$ cat config.mk
export PLATFORM = sky130hd
export DESIGN_NAME = traffic_light_monitor
export DESIGN_NICKNAME = d
export VERILOG_FILES = /design/src/rtl/traffic_light_monitor.sv
export SDC_FILE = /design/constraint.sdc
export NUM_CORES = 1
export LEC_CHECK = 0
export ABC_AREA = 1
export CAP_MARGIN = 10
export CORE_MARGIN = 2
export CORE_UTILIZATION = 45
export DETAILED_ROUTE_END_ITERATION = 6
export DONT_BUFFER_PORTS = 1
export GPL_TIMING_DRIVEN = 0
export SLEW_MARGIN = 5
export SYNTH_ARGS = -nofsm -noshare
export SYNTH_HDL_FRONTEND = slang
export SYNTH_SLANG_ARGS = --single-unit
$ cat constraint.sdc
create_clock -name clk -period 1.9 [get_ports clk]
set_input_delay 0.19 -clock clk [delete_from_list [all_inputs] [get_ports clk]]
set_output_delay 0.19 -clock clk [all_outputs]
set_load 0.05 [all_outputs]
$ cat src/rtl/traffic_light_monitor.sv
`default_nettype none
// ============================================================================
// Module      : traffic_light_monitor
// Description : Receive-side protocol checker for a four-road intersection
//               controller. Samples the four road lamp buses and the four
//               pedestrian crossing lamp buses every clock and checks code
//               legality, cross-road / pedestrian conflicts, per-bus phase
//               ordering and road dwell timing. Reports registered one-cycle
//               error pulses, a sticky error flag and a saturating count.
//
// Ports       : clk             - system clock, rising edge
//               rst             - synchronous active-high reset
//               rd1_i..rd4_i    - road lamps {red,yellow,green}
//               rd1c_i..rd4c_i  - pedestrian lamp across road N, same code
//               err_encoding_o  - pulse: illegal lamp code sampled
//               err_conflict_o  - pulse: road/pedestrian conflict sampled
//               err_sequence_o  - pulse: illegal phase transition
//               err_timing_o    - pulse: dwell or all-red limit violated
//               err_any_o       - sticky OR of all error pulses
//               err_count_o     - saturating count of cycles with an error
//               active_road_o   - index (0..3) of the last single non-red road
//
// Revision    : 1.0 - initial release
// ============================================================================
module traffic_light_monitor #(
   parameter int MIN_GREEN   = 4,
   parameter int YELLOW_LEN  = 2,
   parameter int MAX_ALL_RED = 8,
   parameter int CNT_W       = 8
) (
   input  logic             clk,
   input  logic             rst,
   input  logic [2:0]       rd1_i,
   input  logic [2:0]       rd2_i,
   input  logic [2:0]       rd3_i,
   input  logic [2:0]       rd4_i,
   input  logic [2:0]       rd1c_i,
   input  logic [2:0]       rd2c_i,
   input  logic [2:0]       rd3c_i,
   input  logic [2:0]       rd4c_i,
   output logic             err_encoding_o,
   output logic             err_conflict_o,
   output logic             err_sequence_o,
   output logic             err_timing_o,
   output logic             err_any_o,
   output logic [CNT_W-1:0] err_count_o,
   output logic [1:0]       active_road_o
);

   localparam logic [2:0]       c_red         = 3'b100;
   localparam logic [2:0]       c_yel         = 3'b010;
   localparam logic [2:0]       c_grn         = 3'b001;
   localparam logic [CNT_W-1:0] c_one         = CNT_W'(1);
   localparam logic [CNT_W-1:0] c_cnt_max     = '1;
   localparam logic [CNT_W-1:0] c_min_green   = CNT_W'(MIN_GREEN);
   localparam logic [CNT_W-1:0] c_yel_len     = CNT_W'(YELLOW_LEN);
   localparam logic [CNT_W-1:0] c_allred_lim  = CNT_W'(MAX_ALL_RED + 1);

   typedef enum logic [0:0] {
      ST_INIT = 1'b0,
      ST_RUN  = 1'b1
   } state_t;

   state_t state_q, state_d;

   // Buses 0..3 are roads 1..4, buses 4..7 are the matching crossings.
   logic [2:0] w_bus [8];

   assign w_bus[0] = rd1_i;
   assign w_bus[1] = rd2_i;
   assign w_bus[2] = rd3_i;
   assign w_bus[3] = rd4_i;
   assign w_bus[4] = rd1c_i;
   assign w_bus[5] = rd2c_i;
   assign w_bus[6] = rd3c_i;
   assign w_bus[7] = rd4c_i;

   logic       w_run;
   logic [7:0] w_enc_bad;
   logic [7:0] w_seq_bad;
   logic [7:0] w_tim_bad;
   logic [3:0] w_nonred;
   logic [3:0] w_ped_conf;

   assign w_run = (state_q == ST_RUN);

   // -------------------------------------------------------------------------
   // Per-bus legality, transition and (roads only) dwell checks
   // -------------------------------------------------------------------------
   for (genvar i = 0; i < 8; i++) begin : g_bus
      localparam bit c_is_ped = (i >= 4);

      logic [2:0] prev_q;
      logic       w_cur_ok;
      logic       w_prev_ok;
      logic       w_trans_ok;

      assign w_cur_ok  = (w_bus[i] == c_red) || (w_bus[i] == c_yel) || (w_bus[i] == c_grn);
      assign w_prev_ok = (prev_q == c_red) || (prev_q == c_yel) || (prev_q == c_grn);

      always_comb begin
         w_trans_ok = 1'b0;
         if (w_bus[i] == prev_q) begin
            w_trans_ok = 1'b1;
         end else if (prev_q == c_red && w_bus[i] == c_grn) begin
            w_trans_ok = 1'b1;
         end else if (prev_q == c_grn && w_bus[i] == c_yel) begin
            w_trans_ok = 1'b1;
         end else if (prev_q == c_yel && w_bus[i] == c_red) begin
            w_trans_ok = 1'b1;
         end else if (c_is_ped && prev_q == c_grn && w_bus[i] == c_red) begin
            // A crossing may drop straight from walk to don't-walk.
            w_trans_ok = 1'b1;
         end
      end

      assign w_enc_bad[i] = ~w_cur_ok;
      // A transition into or out of an illegal code carries no phase meaning.
      assign w_seq_bad[i] = w_cur_ok & w_prev_ok & ~w_trans_ok;

      always_ff @(posedge clk) begin
         if (rst) begin
            prev_q <= '0;
         end else begin
            prev_q <= w_bus[i];
         end
      end

      if (i < 4) begin : g_dwell
         logic [CNT_W-1:0] dwell_q, dwell_d;
         logic             w_tim;

         always_comb begin
            dwell_d = dwell_q;
            w_tim   = 1'b0;
            if (!w_run) begin
               // The capture sample is the first cycle of the current lamp.
               dwell_d = c_one;
            end else if (w_bus[i] != prev_q) begin
               dwell_d = c_one;
               if (w_cur_ok && w_prev_ok) begin
                  if (prev_q == c_grn && w_bus[i] == c_yel && dwell_q < c_min_green) begin
                     w_tim = 1'b1;
                  end
                  if (prev_q == c_yel && w_bus[i] == c_red && dwell_q != c_yel_len) begin
                     w_tim = 1'b1;
                  end
               end
            end else begin
               if (dwell_q != c_cnt_max) begin
                  dwell_d = dwell_q + c_one;
               end
               // Fires only on the step from YELLOW_LEN to YELLOW_LEN+1.
               if (w_bus[i] == c_yel && dwell_q == c_yel_len) begin
                  w_tim = 1'b1;
               end
            end
         end

         always_ff @(posedge clk) begin
            if (rst) begin
               dwell_q <= '0;
            end else begin
               dwell_q <= dwell_d;
            end
         end

         assign w_tim_bad[i]  = w_tim;
         assign w_nonred[i]   = (w_bus[i] != c_red);
         assign w_ped_conf[i] = (w_bus[i + 4] == c_grn) && (w_bus[i] != c_red);
      end else begin : g_no_dwell
         assign w_tim_bad[i] = 1'b0;
      end
   end

   // -------------------------------------------------------------------------
   // FSM: one capture cycle after reset, then permanent checking
   // -------------------------------------------------------------------------
   always_ff @(posedge clk) begin
      if (rst) begin
         state_q <= ST_INIT;
      end else begin
         state_q <= state_d;
      end
   end

   always_comb begin
      state_d = state_q;
      case (state_q)
         ST_INIT: state_d = ST_RUN;
         ST_RUN:  state_d = ST_RUN;
      endcase
   end

   // -------------------------------------------------------------------------
   // Conflict, all-red watchdog and aggregation
   // -------------------------------------------------------------------------
   logic             w_multi;
   logic             w_all_red;
   logic             w_allred_hit;
   logic             w_enc;
   logic             w_conf;
   logic             w_seq;
   logic             w_tim;
   logic             w_any;
   logic [CNT_W-1:0] allred_q, allred_d;
   logic [CNT_W-1:0] err_count_q, err_count_d;
   logic [1:0]       active_road_q, active_road_d;
   logic             err_encoding_q;
   logic             err_conflict_q;
   logic             err_sequence_q;
   logic             err_timing_q;
   logic             err_any_q;

   // More than one bit set: clearing the lowest set bit leaves something.
   assign w_multi   = |(w_nonred & (w_nonred - 4'd1));
   assign w_all_red = (w_nonred == 4'b0000);

   always_comb begin
      allred_d     = allred_q;
      w_allred_hit = 1'b0;
      if (!w_run) begin
         allred_d = w_all_red ? c_one : '0;
      end else if (!w_all_red) begin
         allred_d = '0;
      end else if (allred_q < c_allred_lim) begin
         // Counter parks at MAX_ALL_RED+1 so the pulse cannot repeat.
         allred_d     = allred_q + c_one;
         w_allred_hit = (allred_q == c_allred_lim - c_one);
      end
   end

   assign w_enc = w_run & (|w_enc_bad);
   assign w_conf = w_run & (w_multi | (|w_ped_conf));
   assign w_seq = w_run & (|w_seq_bad);
   assign w_tim = w_run & ((|w_tim_bad) | w_allred_hit);
   assign w_any = w_enc | w_conf | w_seq | w_tim;

   always_comb begin
      err_count_d = err_count_q;
      if (w_any && err_count_q != c_cnt_max) begin
         err_count_d = err_count_q + c_one;
      end
   end

   always_comb begin
      active_road_d = active_road_q;
      case (w_nonred)
         4'b0001: active_road_d = 2'd0;
         4'b0010: active_road_d = 2'd1;
         4'b0100: active_road_d = 2'd2;
         4'b1000: active_road_d = 2'd3;
         default: active_road_d = active_road_q;
      endcase
   end

   always_ff @(posedge clk) begin
      if (rst) begin
         err_encoding_q <= 1'b0;
         err_conflict_q <= 1'b0;
         err_sequence_q <= 1'b0;
         err_timing_q   <= 1'b0;
         err_any_q      <= 1'b0;
         err_count_q    <= '0;
         active_road_q  <= 2'd0;
         allred_q       <= '0;
      end else begin
         err_encoding_q <= w_enc;
         err_conflict_q <= w_conf;
         err_sequence_q <= w_seq;
         err_timing_q   <= w_tim;
         err_any_q      <= err_any_q | w_any;
         err_count_q    <= err_count_d;
         active_road_q  <= active_road_d;
         allred_q       <= allred_d;
      end
   end

   assign err_encoding_o = err_encoding_q;
   assign err_conflict_o = err_conflict_q;
   assign err_sequence_o = err_sequence_q;
   assign err_timing_o   = err_timing_q;
   assign err_any_o      = err_any_q;
   assign err_count_o    = err_count_q;
   assign active_road_o  = active_road_q;

endmodule
`default_nettype wire

Figure 1. Met4 routing.
(4 px per um)
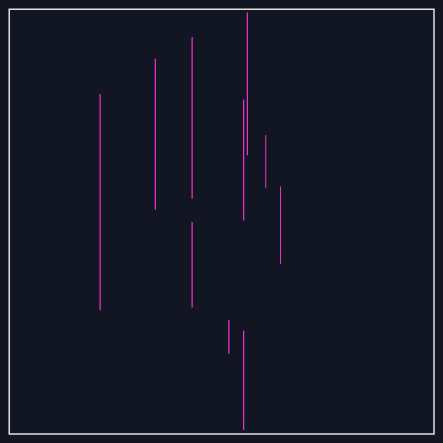
main direction: vertical
nets with wire on the layer: 7
longest straight run: 53.7 um
share of all routed wire: 2.5%

Figure 2. Routing congestion map.
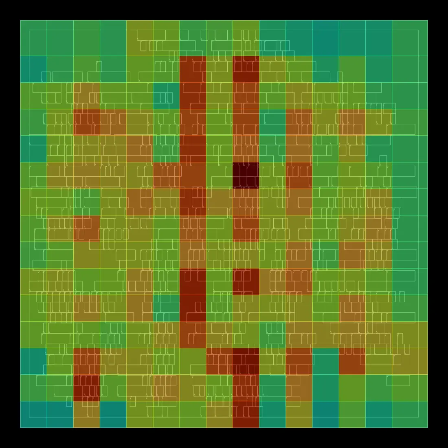
GRT Util Overall: 20.9%
GR Util met2: 35.7%

==> run_results.csv <==
group,metric,value,unit
detailed_routing,routedWlPerCell,12.2,um
final_timing,final.setup.tns,-0.0382,ns
die,tap_cells,136,
final_timing,fin_ws,-0.0327,ns
die,die_w,106,um
setup_path,critical_path_class,"flop to flop",
layout,largest_cell_class,"logic gates",
clocking,cts_tree,"done",
detailed_routing,drt-met1-wl,5.14,mm
layout,largest_reg_flops,32,
outcome,violations,"negative setup slack",
outcome,status,"finished with violations",
detailed_routing,wl_met2,5.44,mm
layout,regMostFlops,"g_bus.g_dwell.dwell_q",
setup_path,end_kind,"flop",
detailed_routing,viasPerCell,4.99,
detailed_routing,drc_errors,0,
layout,seq-cell-share,28.9,%
power_and_ir_drop,intPower,2.52,mW
setup_path,cp.arrival,2.23,ns
final_timing,setup_viol_count_final,2,
placed_design,portBuffers,0,
Figure 3. PDN straps and rails.
(4 px per um) Pins as bars on the die edge.
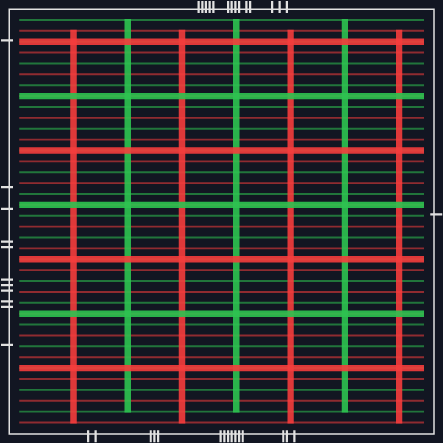
[green] VDD
[red] VSS
met4 straps: 7
met5 straps: 7
rows: 37
met1 rails: 38
signal pins: 41

## final timing paths
kind / from / end / slack [ns]
min: rd1_i[2] / active_road_o[0]$_SDFFE_PP0P_ / 0.17
max: err_count_o[5]$_SDFFE_PP0P_ / err_count_o[5]$_SDFFE_PP0P_ / -0.03
max reg2reg: err_count_o[5]$_SDFFE_PP0P_ / err_count_o[5]$_SDFFE_PP0P_ / -0.03
min reg2reg: allred_q[7]$_SDFFE_PP0P_ / allred_q[7]$_SDFFE_PP0P_ / 0.45
## kinds of logic after synthesis
family / Yosys count / share of synthesized area [%]
AND-OR/OR-AND: 81 / 9.41
XOR/XNOR: 22 / 4.13
adder cells (fa/ha/maj): 11 / 2.95
buffers and inverters: 144 / 11.6
flip-flops: 80 / 34.3
AND/OR/NAND/NOR: 397 / 37.6
